==> run_1/ff_map.png <==
Scale: 4 px per um. Other cells in grey.
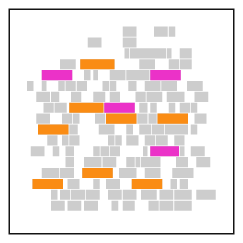
==> run_1/layers.png <==
Scale: 4 px per um.
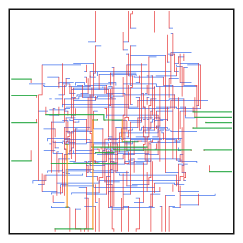
==> run_1/clock_wires.png <==
Scale: 6 px per um.
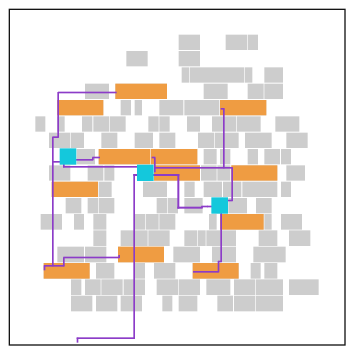
<file path="src/rtl/sc_regshifter_flags_if.sv">
// sc_regshifter_flags_if: control, ALU-result and BUSC/flag signals of the shifter stage.
interface sc_regshifter_flags_if #(
    parameter int DATAWIDTH_BUS = 8,
    parameter int DATAWIDTH_REGSHIFTER_SELECTION = 2
);
    logic                                      SC_REGSHIFTER_clear_InLow;
    logic                                      SC_REGSHIFTER_load_InLow;
    logic [DATAWIDTH_REGSHIFTER_SELECTION-1:0] SC_REGSHIFTER_shiftselection_In;
    logic [DATAWIDTH_BUS-1:0]                  SC_REGSHIFTER_data_InBUS;
    logic                                      SC_REGSHIFTER_overflow_InLow;
    logic                                      SC_REGSHIFTER_carry_InLow;
    logic                                      SC_REGSHIFTER_negative_InLow;
    logic                                      SC_REGSHIFTER_zero_InLow;
    logic [DATAWIDTH_BUS-1:0]                  SC_REGSHIFTER_data_OutBUS;
    logic                                      SC_REGSHIFTER_overflow_OutLow;
    logic                                      SC_REGSHIFTER_carry_OutLow;
    logic                                      SC_REGSHIFTER_negative_OutLow;
    logic                                      SC_REGSHIFTER_zero_OutLow;

    modport master (
        output SC_REGSHIFTER_clear_InLow, SC_REGSHIFTER_load_InLow, SC_REGSHIFTER_shiftselection_In,
               SC_REGSHIFTER_data_InBUS, SC_REGSHIFTER_overflow_InLow, SC_REGSHIFTER_carry_InLow,
               SC_REGSHIFTER_negative_InLow, SC_REGSHIFTER_zero_InLow,
        input  SC_REGSHIFTER_data_OutBUS, SC_REGSHIFTER_overflow_OutLow, SC_REGSHIFTER_carry_OutLow,
               SC_REGSHIFTER_negative_OutLow, SC_REGSHIFTER_zero_OutLow
    );

    modport slave (
        input  SC_REGSHIFTER_clear_InLow, SC_REGSHIFTER_load_InLow, SC_REGSHIFTER_shiftselection_In,
               SC_REGSHIFTER_data_InBUS, SC_REGSHIFTER_overflow_InLow, SC_REGSHIFTER_carry_InLow,
               SC_REGSHIFTER_negative_InLow, SC_REGSHIFTER_zero_InLow,
        output SC_REGSHIFTER_data_OutBUS, SC_REGSHIFTER_overflow_OutLow, SC_REGSHIFTER_carry_OutLow,
               SC_REGSHIFTER_negative_OutLow, SC_REGSHIFTER_zero_OutLow
    );
endinterface

</file>
<file path="src/rtl/sc_regshifter_flags.sv">
// sc_regshifter_flags: ALU result register with clear/load/shift and registered active-low flags.
// Define SC_REGSHIFTER_ROTATE_EN to turn the left/right shifts into rotates.
module sc_regshifter_flags #(
    parameter int DATAWIDTH_BUS = 8,
    parameter int DATAWIDTH_REGSHIFTER_SELECTION = 2
) (
    input logic SC_REGSHIFTER_CLOCK_50,
    input logic SC_REGSHIFTER_RESET_InHigh,
    sc_regshifter_flags_if.slave bus
);
    localparam int W = DATAWIDTH_BUS;
    localparam logic [3:0] F_CLEAR = 4'b0001;

    logic [W-1:0] r_q, r_d, shl, shr;
    logic [3:0]   f_q, f_d;
    logic         shr_n;

`ifdef SC_REGSHIFTER_ROTATE_EN
    assign shl   = {r_q[W-2:0], r_q[W-1]};
    assign shr   = {r_q[0], r_q[W-1:1]};
    assign shr_n = r_q[0];
`else
    assign shl   = {r_q[W-2:0], 1'b0};
    assign shr   = {1'b0, r_q[W-1:1]};
    assign shr_n = 1'b0;
`endif

    // flags held as {V,C,N,Z}, active-high internally
    always_comb begin
        r_d = r_q;
        f_d = f_q;
        if (!bus.SC_REGSHIFTER_clear_InLow) begin
            r_d = '0;
            f_d = F_CLEAR;
        end else if (!bus.SC_REGSHIFTER_load_InLow) begin
            r_d = bus.SC_REGSHIFTER_data_InBUS;
            f_d = ~{bus.SC_REGSHIFTER_overflow_InLow, bus.SC_REGSHIFTER_carry_InLow,
                    bus.SC_REGSHIFTER_negative_InLow, bus.SC_REGSHIFTER_zero_InLow};
        end else if (bus.SC_REGSHIFTER_shiftselection_In == DATAWIDTH_REGSHIFTER_SELECTION'(1)) begin
            r_d = shl;
            f_d = {r_q[W-1] ^ r_q[W-2], r_q[W-1], r_q[W-2], shl == '0};
        end else if (bus.SC_REGSHIFTER_shiftselection_In == DATAWIDTH_REGSHIFTER_SELECTION'(2)) begin
            r_d = shr;
            f_d = {1'b0, r_q[0], shr_n, shr == '0};
        end
    end

    always_ff @(posedge SC_REGSHIFTER_CLOCK_50) begin
        if (SC_REGSHIFTER_RESET_InHigh) begin
            r_q <= '0;
            f_q <= F_CLEAR;
        end else begin
            r_q <= r_d;
            f_q <= f_d;
        end
    end

    assign bus.SC_REGSHIFTER_data_OutBUS     = r_q;
    assign bus.SC_REGSHIFTER_overflow_OutLow = ~f_q[3];
    assign bus.SC_REGSHIFTER_carry_OutLow    = ~f_q[2];
    assign bus.SC_REGSHIFTER_negative_OutLow = ~f_q[1];
    assign bus.SC_REGSHIFTER_zero_OutLow     = ~f_q[0];
endmodule
</file>
<file path="src/flat_wrapper.sv">
// flat-port wrapper written by rule: the top's interface ports become plain ports
module sc_regshifter_flags_flat 
#(
    parameter int DATAWIDTH_BUS = 8,
    parameter int DATAWIDTH_REGSHIFTER_SELECTION = 2
)
  (SC_REGSHIFTER_CLOCK_50, SC_REGSHIFTER_RESET_InHigh, bus_SC_REGSHIFTER_clear_InLow, bus_SC_REGSHIFTER_load_InLow, bus_SC_REGSHIFTER_shiftselection_In, bus_SC_REGSHIFTER_data_InBUS, bus_SC_REGSHIFTER_overflow_InLow, bus_SC_REGSHIFTER_carry_InLow, bus_SC_REGSHIFTER_negative_InLow, bus_SC_REGSHIFTER_zero_InLow, bus_SC_REGSHIFTER_data_OutBUS, bus_SC_REGSHIFTER_overflow_OutLow, bus_SC_REGSHIFTER_carry_OutLow, bus_SC_REGSHIFTER_negative_OutLow, bus_SC_REGSHIFTER_zero_OutLow);
  sc_regshifter_flags_if #(.DATAWIDTH_BUS(DATAWIDTH_BUS), .DATAWIDTH_REGSHIFTER_SELECTION(DATAWIDTH_REGSHIFTER_SELECTION)) bus_i ();
  input logic SC_REGSHIFTER_CLOCK_50;
  input logic SC_REGSHIFTER_RESET_InHigh;
  input wire logic [$bits(bus_i.SC_REGSHIFTER_clear_InLow)-1:0] bus_SC_REGSHIFTER_clear_InLow;
  input wire logic [$bits(bus_i.SC_REGSHIFTER_load_InLow)-1:0] bus_SC_REGSHIFTER_load_InLow;
  input wire logic [$bits(bus_i.SC_REGSHIFTER_shiftselection_In)-1:0] bus_SC_REGSHIFTER_shiftselection_In;
  input wire logic [$bits(bus_i.SC_REGSHIFTER_data_InBUS)-1:0] bus_SC_REGSHIFTER_data_InBUS;
  input wire logic [$bits(bus_i.SC_REGSHIFTER_overflow_InLow)-1:0] bus_SC_REGSHIFTER_overflow_InLow;
  input wire logic [$bits(bus_i.SC_REGSHIFTER_carry_InLow)-1:0] bus_SC_REGSHIFTER_carry_InLow;
  input wire logic [$bits(bus_i.SC_REGSHIFTER_negative_InLow)-1:0] bus_SC_REGSHIFTER_negative_InLow;
  input wire logic [$bits(bus_i.SC_REGSHIFTER_zero_InLow)-1:0] bus_SC_REGSHIFTER_zero_InLow;
  output wire logic [$bits(bus_i.SC_REGSHIFTER_data_OutBUS)-1:0] bus_SC_REGSHIFTER_data_OutBUS;
  output wire logic [$bits(bus_i.SC_REGSHIFTER_overflow_OutLow)-1:0] bus_SC_REGSHIFTER_overflow_OutLow;
  output wire logic [$bits(bus_i.SC_REGSHIFTER_carry_OutLow)-1:0] bus_SC_REGSHIFTER_carry_OutLow;
  output wire logic [$bits(bus_i.SC_REGSHIFTER_negative_OutLow)-1:0] bus_SC_REGSHIFTER_negative_OutLow;
  output wire logic [$bits(bus_i.SC_REGSHIFTER_zero_OutLow)-1:0] bus_SC_REGSHIFTER_zero_OutLow;
  assign bus_i.SC_REGSHIFTER_clear_InLow = bus_SC_REGSHIFTER_clear_InLow;
  assign bus_i.SC_REGSHIFTER_load_InLow = bus_SC_REGSHIFTER_load_InLow;
  assign bus_i.SC_REGSHIFTER_shiftselection_In = bus_SC_REGSHIFTER_shiftselection_In;
  assign bus_i.SC_REGSHIFTER_data_InBUS = bus_SC_REGSHIFTER_data_InBUS;
  assign bus_i.SC_REGSHIFTER_overflow_InLow = bus_SC_REGSHIFTER_overflow_InLow;
  assign bus_i.SC_REGSHIFTER_carry_InLow = bus_SC_REGSHIFTER_carry_InLow;
  assign bus_i.SC_REGSHIFTER_negative_InLow = bus_SC_REGSHIFTER_negative_InLow;
  assign bus_i.SC_REGSHIFTER_zero_InLow = bus_SC_REGSHIFTER_zero_InLow;
  assign bus_SC_REGSHIFTER_data_OutBUS = bus_i.SC_REGSHIFTER_data_OutBUS;
  assign bus_SC_REGSHIFTER_overflow_OutLow = bus_i.SC_REGSHIFTER_overflow_OutLow;
  assign bus_SC_REGSHIFTER_carry_OutLow = bus_i.SC_REGSHIFTER_carry_OutLow;
  assign bus_SC_REGSHIFTER_negative_OutLow = bus_i.SC_REGSHIFTER_negative_OutLow;
  assign bus_SC_REGSHIFTER_zero_OutLow = bus_i.SC_REGSHIFTER_zero_OutLow;
  sc_regshifter_flags #(.DATAWIDTH_BUS(DATAWIDTH_BUS), .DATAWIDTH_REGSHIFTER_SELECTION(DATAWIDTH_REGSHIFTER_SELECTION)) u_core (.SC_REGSHIFTER_CLOCK_50(SC_REGSHIFTER_CLOCK_50), .SC_REGSHIFTER_RESET_InHigh(SC_REGSHIFTER_RESET_InHigh), .bus(bus_i));
endmodule
</file>
<file path="config.mk">
export PLATFORM = sky130hd
export DESIGN_NAME = sc_regshifter_flags_flat
export DESIGN_NICKNAME = d
export VERILOG_FILES = /design/src/rtl/sc_regshifter_flags_if.sv /design/src/rtl/sc_regshifter_flags.sv /design/src/flat_wrapper.sv
export SDC_FILE = /design/constraint.sdc
export NUM_CORES = 1
export LEC_CHECK = 0
export CORE_MARGIN = 4
export CORE_UTILIZATION = 30
export CTS_CLUSTER_SIZE = 14
export DETAILED_ROUTE_END_ITERATION = 6
export GPL_TIMING_DRIVEN = 0
export PLACE_DENSITY = 0.59
export SLEW_MARGIN = 20
export SYNTH_ARGS = -nofsm -noshare
export SYNTH_HDL_FRONTEND = slang
export SYNTH_SLANG_ARGS = --single-unit
</file>
<file path="constraint.sdc">
create_clock -name SC_REGSHIFTER_CLOCK_50 -period 1.25 [get_ports SC_REGSHIFTER_CLOCK_50]
set_input_delay 0.375 -clock SC_REGSHIFTER_CLOCK_50 [delete_from_list [all_inputs] [get_ports SC_REGSHIFTER_CLOCK_50]]
set_output_delay 0.375 -clock SC_REGSHIFTER_CLOCK_50 [all_outputs]
set_load 0.005 [all_outputs]
</file>
==> ci_impl_report.md, run 1 <==
### Metrics collected by this job

| Metric | Value |
|---|---|
| Outcome | finished clean |
| WS Path Type | reg2reg |
| Post-layout net count | roughly 140 |
| Tightest Pin Transition | between 300 and 400 ps |
| Post-layout util | between 50% and 60% |
| CP Capture Type | flop |
| Post-route met1 wirelength | 998 um |
| OpenROAD warnings | 28 |
| Part of the cycle the worst path needs | 100% |
| Yosys warning count | 0 |
| Mapped Nets | 98 |
| WHS Path Cells | 3 |
| Clk slew on worst S/H paths | about 70 ps |
| Crit path DAT | around 1500 ps |
| Antenna Cells | 0 |
| Largest cell class | non-clock buffers |
| Global route hottest layer | met2 |
| Max reg flops | 8 |
| Fraction of registers with async set/reset | 0% |
| H-tree levels | 1 |
| Net Sw Frac | 28.6% |
| Top cell excl fill/tap | clkdlybuf4s50_1 |
| Yosys reg bits | 12 |
| Post-Synthesis Cells | approximately 80 |
| Yosys top cell by instances | dfxtp_1 |
| Simple-gate share of the synthesized area | 18.3% |
| Overflow left after global routing | 0 |
| Routed wl met3 | about 160 um |
| FF-to-FF End | u_core.f_q[0] |
| Multi-input logic area | around 430 um^2 |
| Power Dens Cells | 787 mW/mm^2 |
| Register-to-Register Path Depth | 4 |
| Min Clock Period, post-route | ~1200 ps |
| Post-Route WL | roughly 2.4 mm |
| Placed instance area | around 0.0010 mm^2 |
| I/O Buffers | 29 |
| Dominant comb cell | AND-OR/OR-AND gates |
| First-pass GRT wire length | between 3 and 4 mm |
| Leading area contributor after synthesis | dfxtp_1 |
| Yosys aoi share | 34.1% |
| Synth Flop Type | dfxtp_1 |
| Drt initial violations | 11 |
| Non-filler cells, final | 152 |
| Cts hold-fix bufs | 0 |
| Final Hold Viols | 0 |
| CP peak stage delay | 510 ps |
| Register area share after synthesis | around a third |
| CP max stage cell | or4b_4 |
| Clock-cell share of area | 1.82% |
| Clock Tree Root | clkbuf_4 |
| Mean area per synthesized cell | 8.54 um^2 |
| Flops | 12 |
About ff_map.png:
Key: magenta = u_core.f_q [placed flops 4]; orange = u_core.bus.SC_REGSHIFTER_data_OutBUS [placed flops 8]
sequential cell area: 259 um^2
Power Sequential: 0.000418 W
flop share of the area: 21.0%

About layers.png:
Key: red = M2 [wire length 1160 um]; orange = M4 [wire length 48.3 um]; green = M3 [wire length 158 um]; blue = M1 [wire length 998 um]
GR Util All Layers: 15.7%
total number of vias: 834
drt wl/cell: 15.5 um

About clock_wires.png:
Key: cyan = clock-net drivers [count 3]; orange = flip-flops [count 12]; purple = clock wires [length 183 um]
There are 4 routed clock nets.
Max Clock Skew: 1.73 ps
P_clk: 0.000237 W
Clk pwr share: 24.3%
Late-Pin Clk Latency: 270 ps

[run 1: worst max path at each step]
stage | from | to | slack (ps) | cells after the start
3_5_place_dp | bus_SC_REGSHIFTER_clear_InLow | u_core.bus.SC_REGSHIFTER_data_OutBUS[4] | -600 | 5
3_3_place_gp | bus_SC_REGSHIFTER_clear_InLow | u_core.f_q[3] | -600 | 5
6_report | u_core.bus.SC_REGSHIFTER_data_OutBUS[1] | u_core.f_q[0] | 0.5 | 4
4_1_cts | u_core.bus.SC_REGSHIFTER_data_OutBUS[2] | u_core.f_q[0] | -2 | 4
5_1_grt | u_core.bus.SC_REGSHIFTER_data_OutBUS[2] | u_core.f_q[0] | -30 | 4
2_1_floorplan | u_core.bus.SC_REGSHIFTER_data_OutBUS[1] | u_core.f_q[0] | 110 | 3
==> run 1 -> run 2 <==
--- a/config.mk
+++ b/config.mk
@@ -5,9 +5,10 @@
 export SDC_FILE = /design/constraint.sdc
 export NUM_CORES = 1
 export LEC_CHECK = 0
+export ABC_CLOCK_PERIOD_IN_PS = 1250
 export CORE_MARGIN = 4
 export CORE_UTILIZATION = 30
-export CTS_CLUSTER_SIZE = 14
+export CTS_CLUSTER_SIZE = 24
 export DETAILED_ROUTE_END_ITERATION = 6
 export GPL_TIMING_DRIVEN = 0
 export PLACE_DENSITY = 0.59
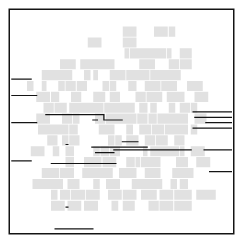
(run_2/m3.png)
Scale: 4 px per um. Cells faint in the background.
17 nets have wire on it. The layer carries 158 um of wire. The longest straight run is 19.3 um. The wires run mostly horizontal.
Post-Route WL: 2.36 mm
met3 Use GR: 4.18%

==> ci_impl_report.md, run 2 <==
### Metrics collected by this job

| Metric | Value |
|---|---|
| Die Ht | 55.7 um |
| Power Dens Cells | a little under 800 mW/mm^2 |
| Total number of vias | between 800 and 900 |
| Register-to-Register Path Depth | 4 |
| Peak supply drop | a little over 0.8 mV |
| Yosys aoi share | about a third |
| Synth area leaders | dfxtp_1 (35%), o21ai_0 (5.9%), a211oi_2 (5.5%), o22ai_1 (4.6%), a21oi_1 (4.4%) |
| Final WS setup | around 0.53 ps |
| Min Clock Period, post-route | roughly 1200 ps |
| Dominant comb cell | AND-OR/OR-AND gates |
| DIE AREA | slightly above 0.003 mm^2 |
| H-tree levels | 1 |
| Post-Synthesis Cells | around 80 |
| I/O Buffers | 29 |
| Worst reg2reg startpoint | u_core.bus.SC_REGSHIFTER_data_OutBUS[1] |
| Post-synth design cell area | 683 um^2 |
| Max reg flops | 8 |
| Cts hold-fix bufs | 0 |
| Number of core rows | 17 |
| Clk slew on worst S/H paths | about 70 ps |
| Design area | 0.00124 mm^2 |
| Post-cts repair resize count | 54 |
| Simple-gate share of the synthesized area | ~18% |
| Late-Pin Clk Latency | between 200 and 300 ps |
| Drt initial violations | 11 |
| Post-synth cell types | 28 |
| Hold/Removal Path Class | in2reg |
| Slew margin rel. | 77.0% |
| Yosys top cell by instances | dfxtp_1 |
| Layout cells sized above 1 | between 40 and 50% |
| Number of fill cells | around 210 |
| WS Path Type | reg2reg |
| CP max stage cell | or4b_4 |
| Core box area | ~0.0022 mm^2 |
| FF-to-FF End | u_core.f_q[0] |
| Fraction of registers with async set/reset | 0% |
| CP Capture Type | flop |
| Yosys warning count | 0 |
| Crit Path Max Fanout | 4 |
| Drt wl/cell | roughly 16 um |
| Gpl congestion | approximately 0.78 |
| CP Depth | 4 |
| WHS Path Cells | 3 |
| Vias in the first global route | about 800 |
| Fin. max-slew vios | 0 |
| Tot Pwr | ~0.00097 W |
| Dpl hpwl | about 1.4 mm |
| Die Wd | between 50 and 60 um |
| GR Util All Layers | ~16% |
| MUX area fraction | 0% |
| XORs/XNORs by Area | roughly 2.6% |
| Clock Tree Root | clkbuf_4 |
| EDFF count, synth | 0 |
| Mapped Nets | about 98 |
| Cells in synth_stat.txt | about 80 |
| Post-layout net count | around 140 |
| Placed instance area | between 0.001 and 0.0015 mm^2 |
| First-pass GRT wire length | 3.84 mm |
| Multi-input logic area | ~430 um^2 |
| Crit. Startpoint | u_core.bus.SC_REGSHIFTER_data_OutBUS[1] |
| OpenROAD warnings | 28 |
| Top cell excl fill/tap | clkdlybuf4s50_1 |
| Synth Flop Type | dfxtp_1 |
| Family with the most delay on the worst path | simple AND/OR/NAND/NOR gates |
| Yosys reg bits | 12 |
| Vias per cell | ~5.5 |
| Final Hold Viols | 0 |
| Area grow syn2layout | 81.0% |
| CP peak stage delay | roughly 500 ps |
| Sequential cell area | around 260 um^2 |
| Mean area per synthesized cell | roughly 8.5 um^2 |
| Antenna Cells | 0 |
| Non-filler cells, final | between 150 and 200 |
| Top cells by count | dfxtp_1 (12), o21ai_0 (8), a21oi_1 (6), nor3_1 (6) |
| Tightest Pin Transition | 341 ps |
| Max Clock Skew | 1.73 ps |
| Overflow left after global routing | 0 |
| Sink Count | 12 |
| Top cell type's share of synthesized area | around a third |
| CP endpoint | u_core.f_q[0] |
| Crit path DAT | approximately 1500 ps |
| Leading area contributor after synthesis | dfxtp_1 |
| Setup Viol. Count Final | 0 |
| Leak | 0.512 nW |
| Outcome | finished clean |
| Post-layout util | between 50% and 60% |
| Register area share after synthesis | a little over a third |
| Part of the cycle the worst path needs | 100% |
==> run 2: cell counts in the layout (fill, tap and decap cells not counted) <==
Identical to the previous run, type by type.
==> run 2: report_power, final <==
group | internal (W) | switching (W)
clock network | 0.000112 | 0.000125
logic | 0.000179 | 0.000140
registers | 0.000404 | 0.0000134
==> run 2: layer usage <==
metal | global-route usage [%] | share of wire [%]
met3 | 4.18 | 6.7
met1 | 18.6 | 42
met2 | 26.5 | 49
met5 | 0 | 0
met4 | 6.60 | 2.0
==> run 2: cell type report <==
class | count | share of cell area (%)
Multi-Input combinational cell | 56 | 34.8
Buffer | 7 | 6.38
Sequential cell | 12 | 21.0
Timing Repair Buffer | 41 | 31.7
Clock buffer | 3 | 1.82
Inverter | 5 | 1.52
Tap cell | 28 | 2.83
==> run 2 -> run 3 <==
--- a/config.mk
+++ b/config.mk
@@ -11,6 +11,7 @@
 export CTS_CLUSTER_SIZE = 24
 export DETAILED_ROUTE_END_ITERATION = 6
 export GPL_TIMING_DRIVEN = 0
+export HOLD_SLACK_MARGIN = 0.03
 export PLACE_DENSITY = 0.59
 export SLEW_MARGIN = 20
 export SYNTH_ARGS = -nofsm -noshare
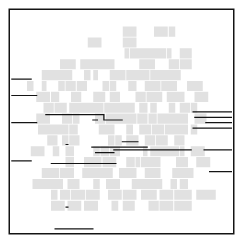
(run_3/m3.png)
Scale: 4 px per um. Cells faint in the background.
The wires run mostly horizontal. The longest straight run is 19.3 um. The layer carries 158 um of wire.

==> ci_impl_report.md, run 3 <==
### Metrics collected by this job

| Metric | Value |
|---|---|
| CP peak stage delay | between 500 and 600 ps |
| Post-synth design cell area | a little under 700 um^2 |
| XORs/XNORs by Area | roughly 2.6% |
| CP Depth | 4 |
| Leading area contributor after synthesis | dfxtp_1 |
| Synth Flop Type | dfxtp_1 |
| M1 GR Usage | between 10% and 20% |
| MUX area fraction | 0% |
| Fraction of registers with async set/reset | 0% |
| Antenna Cells | 0 |
| Gpl congestion | around 0.8 |
| Core box area | between 0.002 and 0.0025 mm^2 |
| Flops | 12 |
| Clk slew on worst S/H paths | about 70 ps |
| Tightest Pin Transition | between 300 and 400 ps |
| Die Ht | 55.7 um |
| DR top layer | met4 |
| Post-synth cell types | 28 |
| Post-cts repair resize count | roughly 54 |
| Post-layout net count | about 140 |
| Outcome | finished clean |
| Part of the cycle the worst path needs | approximately 100% |
| M2 GR Usage | a little over a quarter |
| Area grow syn2layout | 81.0% |
| Synth area leaders | dfxtp_1 (35%), o21ai_0 (5.9%), a211oi_2 (5.5%), o22ai_1 (4.6%), a21oi_1 (4.4%) |
| Worst reg2reg startpoint | u_core.bus.SC_REGSHIFTER_data_OutBUS[1] |
| Late-Pin Clk Latency | between 200 and 300 ps |
| Slew margin rel. | a little under 80% |
| Post-Route WL | about 2.4 mm |
| Met3 Use GR | roughly 4.2% |
| NonClk Buf Share | between 30% and 40% |
| DIE AREA | ~0.0031 mm^2 |
| Mean area per synthesized cell | ~8.5 um^2 |
| Number of core rows | 17 |
| CP Capture Type | flop |
| Largest cell class | non-clock buffers |
| WS Path Type | reg2reg |
| Clock buffers | 3 |
| Hold/Removal Path Class | in2reg |
| WHS Path Cells | 3 |
| Crit path DAT | 1470 ps |
| Dominant comb cell | AND-OR/OR-AND gates |
| Number of fill cells | ~200 |
| Leak | between 0.5 and 0.6 nW |
| H-tree levels | 1 |
| Multi-input logic area | roughly 430 um^2 |
| Tap cell count | 28 |
| Multi-input logic cell count | between 50 and 60 |
| I/O Buffers | 29 |
| GR Util All Layers | about 16% |
| OpenROAD warnings | 28 |
| Layout cells sized above 1 | around 45% |
| Overflow left after global routing | 0 |
| Min Clock Period, post-route | roughly 1200 ps |
| Routed wl met3 | ~160 um |
| Plain + repair buffers | around 48 |
| Flop share of the area | a little over a fifth |
| Register area share after synthesis | 35.2% |
| CP max stage cell | or4b_4 |
| EDFF count, synth | 0 |
| Yosys warning count | 0 |
| Simple-gate share of the synthesized area | a little under a fifth |
| First-pass GRT wire length | roughly 3.8 mm |
| Final WS setup | about 0.53 ps |
==> run 3: cell counts after synthesis <==
Identical to the previous run, type by type.
==> run 3: per-stage QoR <==
stage	area, um^2	instances	hold WS [ps]	power [W]	util (%)
5_1_grt	1240	152	507	0.00103	56.4
3_3_place_gp	1010	137	499	0.000676	46.0
3_5_place_dp	1010	137	515	0.000677	46.0
4_1_cts	1180	150	539	0.000960	53.7
2_1_floorplan	683	80	473	0.000549	-
6_report	1240	152	459	0.000973	56.4
==> run 3: power breakdown <==
group	leakage, nW	internal [W]	switching, W
Clock	0.0138	0.000112	0.000125
Combinational	0.395	0.000179	0.000140
Sequential	0.104	0.000404	0.0000134
Total	0.512	0.000694	0.000278
Power figures rest on the tool's default switching activity, not on a simulated workload.
